### config.mk
export PLATFORM = sky130hd
export DESIGN_NAME = usrt_bus
export DESIGN_NICKNAME = d
export VERILOG_FILES = /design/src/rtl/usrt_bus_pkg.sv /design/src/rtl/usrt_bus_ctrl.sv /design/src/rtl/usrt_bus.sv
export SDC_FILE = /design/constraint.sdc
export NUM_CORES = 1
export LEC_CHECK = 0
export CAP_MARGIN = 20
export CORE_UTILIZATION = 36
export DETAILED_ROUTE_END_ITERATION = 7
export PLACE_DENSITY = 0.75
export SYNTH_ARGS = -nofsm -noshare
export SYNTH_HDL_FRONTEND = slang
export SYNTH_SLANG_ARGS = --single-unit
### constraint.sdc
create_clock -name i_Pclk -period 1.5 [get_ports i_Pclk]
set_clock_uncertainty 0.15 [all_clocks]
set_input_delay 0.375 -clock i_Pclk [delete_from_list [all_inputs] [get_ports i_Pclk]]
set_output_delay 0.375 -clock i_Pclk [all_outputs]
set_load 0.005 [all_outputs]
### src/rtl/usrt_bus_pkg.sv
// Shared constants for the USRT host bus slave: register-select codes,
// STATUS flag bit positions and the bus handshake state encoding.
package usrt_bus_pkg;

    localparam logic [1:0] ADDR_ST  = 2'b00;
    localparam logic [1:0] ADDR_TX  = 2'b01;
    localparam logic [1:0] ADDR_RX  = 2'b10;
    localparam logic [1:0] ADDR_RSV = 2'b11;

    localparam int TX_PEND = 0;
    localparam int RX_FULL = 1;

    typedef enum logic [1:0] {
        ST_IDLE   = 2'b00,
        ST_ACCESS = 2'b01,
        ST_DONE   = 2'b10
    } bus_state_e;

endpackage

### src/rtl/usrt_bus_ctrl.sv
// APB handshake sequencer: one registered ready pulse per transfer and a
// combinational commit strobe marking the edge on which the access takes effect.
module usrt_bus_ctrl (
    input  logic clk_i,
    input  logic rst_i,
    input  logic psel_i,
    input  logic penable_i,
    output logic pready_o,
    output logic commit_o
);
    import usrt_bus_pkg::*;

    bus_state_e state_q, state_d;
    logic       pready_q;

    // Next-state and commit decode; DONE parks until the host ends the transfer
    always_comb begin
        state_d  = state_q;
        commit_o = 1'b0;
        case (state_q)
            ST_IDLE: begin
                if (psel_i && penable_i) begin
                    state_d  = ST_ACCESS;
                    commit_o = 1'b1;
                end else begin
                    state_d  = ST_IDLE;
                end
            end
            ST_ACCESS: begin
                state_d = ST_DONE;
            end
            ST_DONE: begin
                if (!penable_i || !psel_i) begin
                    state_d = ST_IDLE;
                end else begin
                    state_d = ST_DONE;
                end
            end
            default: begin
                state_d = ST_IDLE;
            end
        endcase
    end

    // State and ready registers
    always_ff @(posedge clk_i) begin
        if (rst_i) begin
            state_q  <= ST_IDLE;
            pready_q <= 1'b0;
        end else begin
            state_q  <= state_d;
            pready_q <= commit_o;
        end
    end

    assign pready_o = pready_q;

endmodule

### src/rtl/usrt_bus.sv
// USRT host bus slave: STATUS/TX/RX register file with address decode,
// driven by the usrt_bus_ctrl handshake sequencer.
module usrt_bus #(
    parameter int ADDR_W = 32,
    parameter int DATA_W = 8
) (
    input  logic              i_Pclk,
    input  logic              i_Preset,
    input  logic              i_Psel,
    input  logic              i_Penable,
    input  logic              i_Pwrite,
    input  logic [DATA_W-1:0] i_Pwdata,
    input  logic [ADDR_W-1:0] i_Paddr,
    output logic [DATA_W-1:0] o_Prdata,
    output logic              o_Pready,
    output logic [DATA_W-1:0] o_Tx_Data,
    output logic              o_Tx_Valid,
    input  logic              i_Tx_Done,
    input  logic [DATA_W-1:0] i_Rx_Data,
    input  logic              i_Rx_Valid
);
    import usrt_bus_pkg::*;

    logic              commit_s;
    logic [1:0]        sel_s;
    logic              wr_st_s, wr_tx_s, rd_s, rd_rx_s;
    logic [DATA_W-1:0] status_s, rd_val_s;
    logic              unused_addr_s;

    logic [DATA_W-3:0] sw_q, sw_d;
    logic              tx_pend_q, tx_pend_d;
    logic              rx_full_q, rx_full_d;
    logic [DATA_W-1:0] tx_q, tx_d;
    logic [DATA_W-1:0] rx_q, rx_d;
    logic [DATA_W-1:0] prdata_q, prdata_d;
    logic              tx_valid_q, tx_valid_d;

    usrt_bus_ctrl u_ctrl (
        .clk_i     (i_Pclk),
        .rst_i     (i_Preset),
        .psel_i    (i_Psel),
        .penable_i (i_Penable),
        .pready_o  (o_Pready),
        .commit_o  (commit_s)
    );

    assign sel_s         = i_Paddr[ADDR_W-1 -: 2];
    assign unused_addr_s = ^i_Paddr[ADDR_W-3:0];
    assign wr_st_s       = commit_s &  i_Pwrite & (sel_s == ADDR_ST);
    assign wr_tx_s       = commit_s &  i_Pwrite & (sel_s == ADDR_TX);
    assign rd_s          = commit_s & ~i_Pwrite;
    assign rd_rx_s       = rd_s & (sel_s == ADDR_RX);

    // STATUS image and read-data mux; reserved slot reads zero
    always_comb begin
        status_s                = '0;
        status_s[DATA_W-1:2]    = sw_q;
        status_s[TX_PEND]       = tx_pend_q;
        status_s[RX_FULL]       = rx_full_q;
        case (sel_s)
            ADDR_ST: rd_val_s = status_s;
            ADDR_TX: rd_val_s = tx_q;
            ADDR_RX: rd_val_s = rx_q;
            default: rd_val_s = '0;
        endcase
    end

    // Register next-state; a TX write beats i_Tx_Done, i_Rx_Valid beats a clearing RX read
    always_comb begin
        tx_valid_d = wr_tx_s;
        if (wr_st_s) begin
            sw_d = i_Pwdata[DATA_W-1:2];
        end else begin
            sw_d = sw_q;
        end
        if (wr_tx_s) begin
            tx_d      = i_Pwdata;
            tx_pend_d = 1'b1;
        end else if (i_Tx_Done) begin
            tx_d      = tx_q;
            tx_pend_d = 1'b0;
        end else begin
            tx_d      = tx_q;
            tx_pend_d = tx_pend_q;
        end
        if (i_Rx_Valid) begin
            rx_d      = i_Rx_Data;
            rx_full_d = 1'b1;
        end else if (rd_rx_s) begin
            rx_d      = rx_q;
            rx_full_d = 1'b0;
        end else begin
            rx_d      = rx_q;
            rx_full_d = rx_full_q;
        end
        if (rd_s) begin
            prdata_d = rd_val_s;
        end else begin
            prdata_d = prdata_q;
        end
    end

    // Register file state
    always_ff @(posedge i_Pclk) begin
        if (i_Preset) begin
            sw_q       <= '0;
            tx_pend_q  <= 1'b0;
            rx_full_q  <= 1'b0;
            tx_q       <= '0;
            rx_q       <= '0;
            prdata_q   <= '0;
            tx_valid_q <= 1'b0;
        end else begin
            sw_q       <= sw_d;
            tx_pend_q  <= tx_pend_d;
            rx_full_q  <= rx_full_d;
            tx_q       <= tx_d;
            rx_q       <= rx_d;
            prdata_q   <= prdata_d;
            tx_valid_q <= tx_valid_d;
        end
    end

    assign o_Prdata   = prdata_q;
    assign o_Tx_Data  = tx_q;
    assign o_Tx_Valid = tx_valid_q;

endmodule

**Ports around the boundary**

Pins as bars across the die edge, other pins in gray.
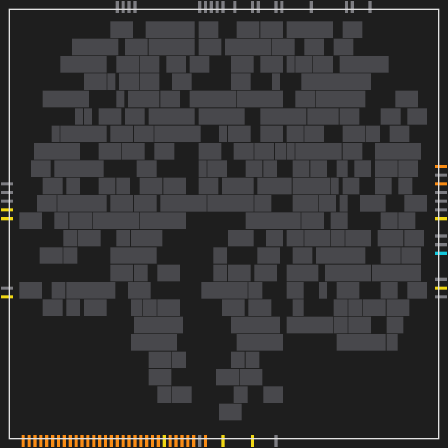
color	port	pins	direction	edge
yellow	i_Pwdata	8	input	3 bottom, 3 left, 2 right
orange	i_Paddr	32	input	30 bottom, 2 right
cyan	i_Penable	1	input	right
all pins by edge	35 bottom, 18 top, 13 right, 7 left
number of buffers added on ports: 42
die width: 67.0 um

**Placed cells, one color a class**

Scale bar: 20 um.
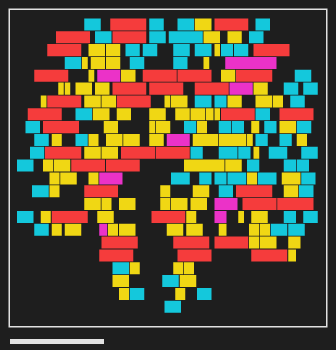
color	class	cells
cyan	remaining buffers and delay cells	65
red	registers	36
magenta	clock drivers and dummy loads	8
yellow	remaining logic cells	95
final instance area: 0.00226 mm^2
Core Box Area: 0.00403 mm^2
Post-Route Utilization: 56.1%
sequential portion of the cell area: 32.5%

**Clock distribution**

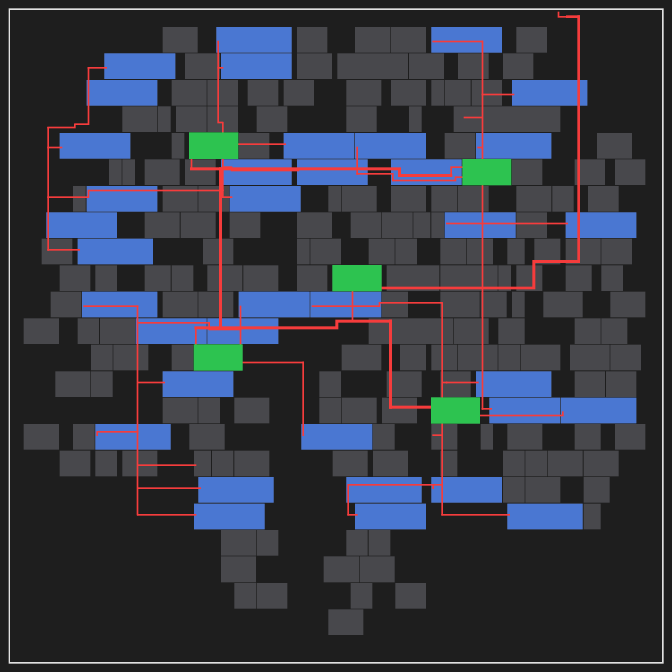
[blue] flip-flops | count: 36
[red] clock wires | length: 467 um
[green] clock-net drivers | count: 5
flops lie	spread over the die
P_clk: 0.000846 W
Clk network pwr share: 40.7%
Insertion Delay late pin: 0.29 ns

**Sizing map**

Scale bar: 20 um.
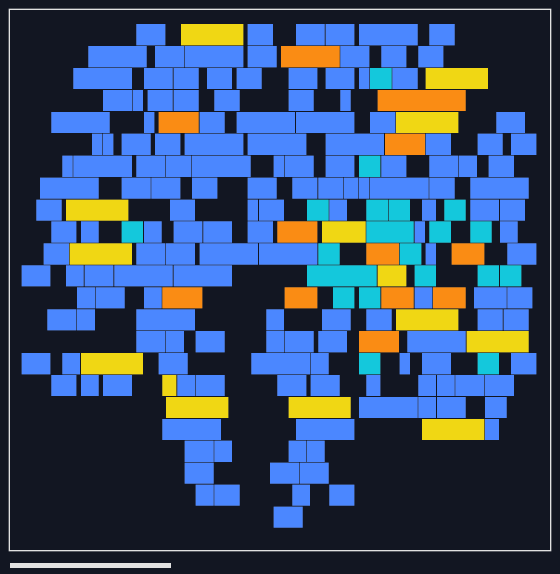
color	size	cells	share
blue	x1 and smaller	158	77%
cyan	x3 and x4	20	9.8%
yellow	x2	14	6.9%
orange	x6 and larger	12	5.9%
setup ws final: -0.0563 ns
bufs w/o clock: 65
Syn-to-layout area delta: 48.8%

**Clock nets**

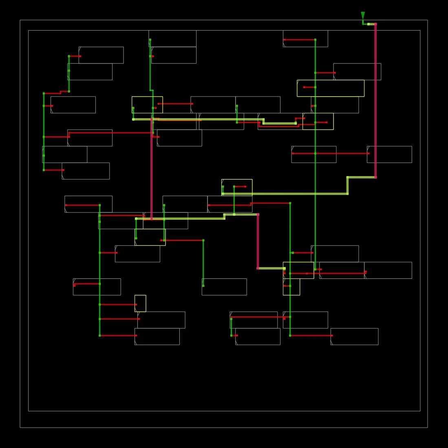
Sink Count: 36
seq_cells: 36
CLK BUF: 5

==> worst max-delay path, cell delays in order, from the launching register on <==
cell       delay (ns)
dfxtp_2          0.33
nand4bb_1        0.22
buf_6            0.16
buf_4            0.14
o21ba_4          0.23
a22o_1           0.23
==> cells by family (layout without fill, tap and decap cells) <==
kind of cell | after synthesis | in the layout
buf+inv | 11 | 73
compound gates | 19 | 19
flops | 36 | 36
simple gates | 46 | 46
mux | 30 | 30
==> cell type report <==
class | instances | share of cell area, %
Multi-Input combinational cell | 95 | 33.5
Tap cell | 50 | 2.77
Timing Repair Buffer | 65 | 26.3
Sequential cell | 36 | 32.5
Clock buffer | 5 | 3.04
Clock inverter | 3 | 1.88
==> what timing repair did <==
item	in CTS	in global routing
gates resized	38	3
setup buffers	4	2
pin swaps	3	9
setup endpoints to repair	43	9
==> run summary <==
flow finished, numbers: setup ws final=-0.0563 ns, Max-Cap Viols=0, drt pass-1 iters=4, Hold Path End=sw_q[0]$_SDFFE_PP0P_, antenna violations before repair=0, Crit. End Element=flip-flop, number of global-route vias before repair=1,239, Synth Cell Area=0.00152 mm^2, Max clock buf depth=2, Top area cell types=dfxtp_1 47%, mux2i_1 20%, nand2b_1 9.5%, Init Core Util=37.7%, hold buffer count at cts=0, # diodes=0, sw frac=22.3%, synth warn=0, Via density=4.87, DRT iter0 DRCs=80, AND-OR/OR-AND Cells, Area Fraction=10.5%, setup slack at placement=-0.520 ns, syn nets=197, EDFF count, synth=0, crit path to=o_Prdata[1]$_SDFFE_PP0P_, DIE AREA=0.00449 mm^2, total power draw=0.00208 W, logic area=758 um^2, crit path DRT=1.53 ns, Pleak=1.02 nW, worst r2r dst=o_Prdata[1]$_SDFFE_PP0P_, and+or+nand+nor area frac=18.8%, DRC violations left=0, total negative setup slack=-0.305 ns, worst hold slack=0.325 ns, R2R Path Start=u_ctrl.state_q[1]$_SDFF_PP0_, P_int=0.00162 W, Slew headroom=79.2%, CTS tree=done, Max power group=registers, detailed-route via count=1,238, GRT busiest layer=met2, Final ANT Viol Nets=0, top layer in use=met4, worst setup path startpoint=u_ctrl.state_q[1]$_SDFF_PP0_, dominant logic cell types in the final layout=30 x mux2i_1, 25 x dfxtp_1, 23 x nand2b_1, 23 x dlygate4sd2_1, 19 x clkdlybuf4s50_1, Final Cycle Share=104%, WL/cell=14.5 um, clock-pin slew on the worst setup and hold paths=0.07 ns, Worst Setup Start Kind=flip-flop, global-route track usage on met3=6.16%, top cells by count=36 x dfxtp_1, 30 x mux2i_1, 23 x nand2b_1, main flop type=dfxtp_1, critical path peak fanout=8, mux frac, synth=19.8%, Fillers=374, Yosys top cell area share=47.4%, PD cells=919 mW/mm^2, asr flop ratio synth=0%, Area after DPL=0.00209 mm^2, grt total ovfl=0, Dominant comb cell=multiplexers, yosys cell count=142, gate count after technology mapping=142, sequential share of power=47.8%, most numerous logic cell after layout=mux2i_1, met1 usage=18.7%, RD Place Congestion=0.766, Final setup viols=9, Log Warnings=58, Seq/Total Area, Yosys=47.4%, Final Hold Violation Tally=0, fin crit period=1.56 ns, layout cells sized above 1=22.5%, met3 wire length=160 um, hold depth=2, VDD IR max=0.438 mV, chip area in the Yosys report=0.00152 mm^2, Setup Crit Path Kind=reg -> reg, most frequent cell after synthesis=dfxtp_1, Reg2Reg Depth=5, CTS Buf Count=5, htree depth=2, beginning of the worst hold path=sw_q[0]$_SDFFE_PP0P_, P_seq=0.000994 W, gr usage total=17.0%, area leader, netlist=dfxtp_1, Tightest Pin Transition=0.311 ns, Gate power share=11.5%, failing checks=setup timing, first-pass GRT wire length=5450 um, final WL=3680 um, met2 routed WL=1910 um, post-layout net count=258, WL met1=1520 um, Post-Synth XOR/XNOR Area=0%, Fmax=0.643 GHz, Data arrival, critical path=1.59 ns, # rows=23, Sequential Area=734 um^2, Registers, synthesis=36, dpl hpwl=2590 um, Mapped Avg Cell Area=10.7 um^2, Reg2Reg Setup Slack=-0.06 ns, P_sw=0.000463 W, status=finished with violations, clk root buf=clkbuf_8, IO Count=73, routing usage on met2=28.8%, RSZ-0062 raised after global routing=yes, P_comb=0.000239 W, largest net degree at the start of global routing=27, Cell Count, Final, Fillers Out=254, yosys adder share=0%, Cell Type Count=22, hold crit path type=reg -> reg, fin. max-slew vios=0, placed insts=240
No activity file was given, so power comes from the tool's default toggle rates.
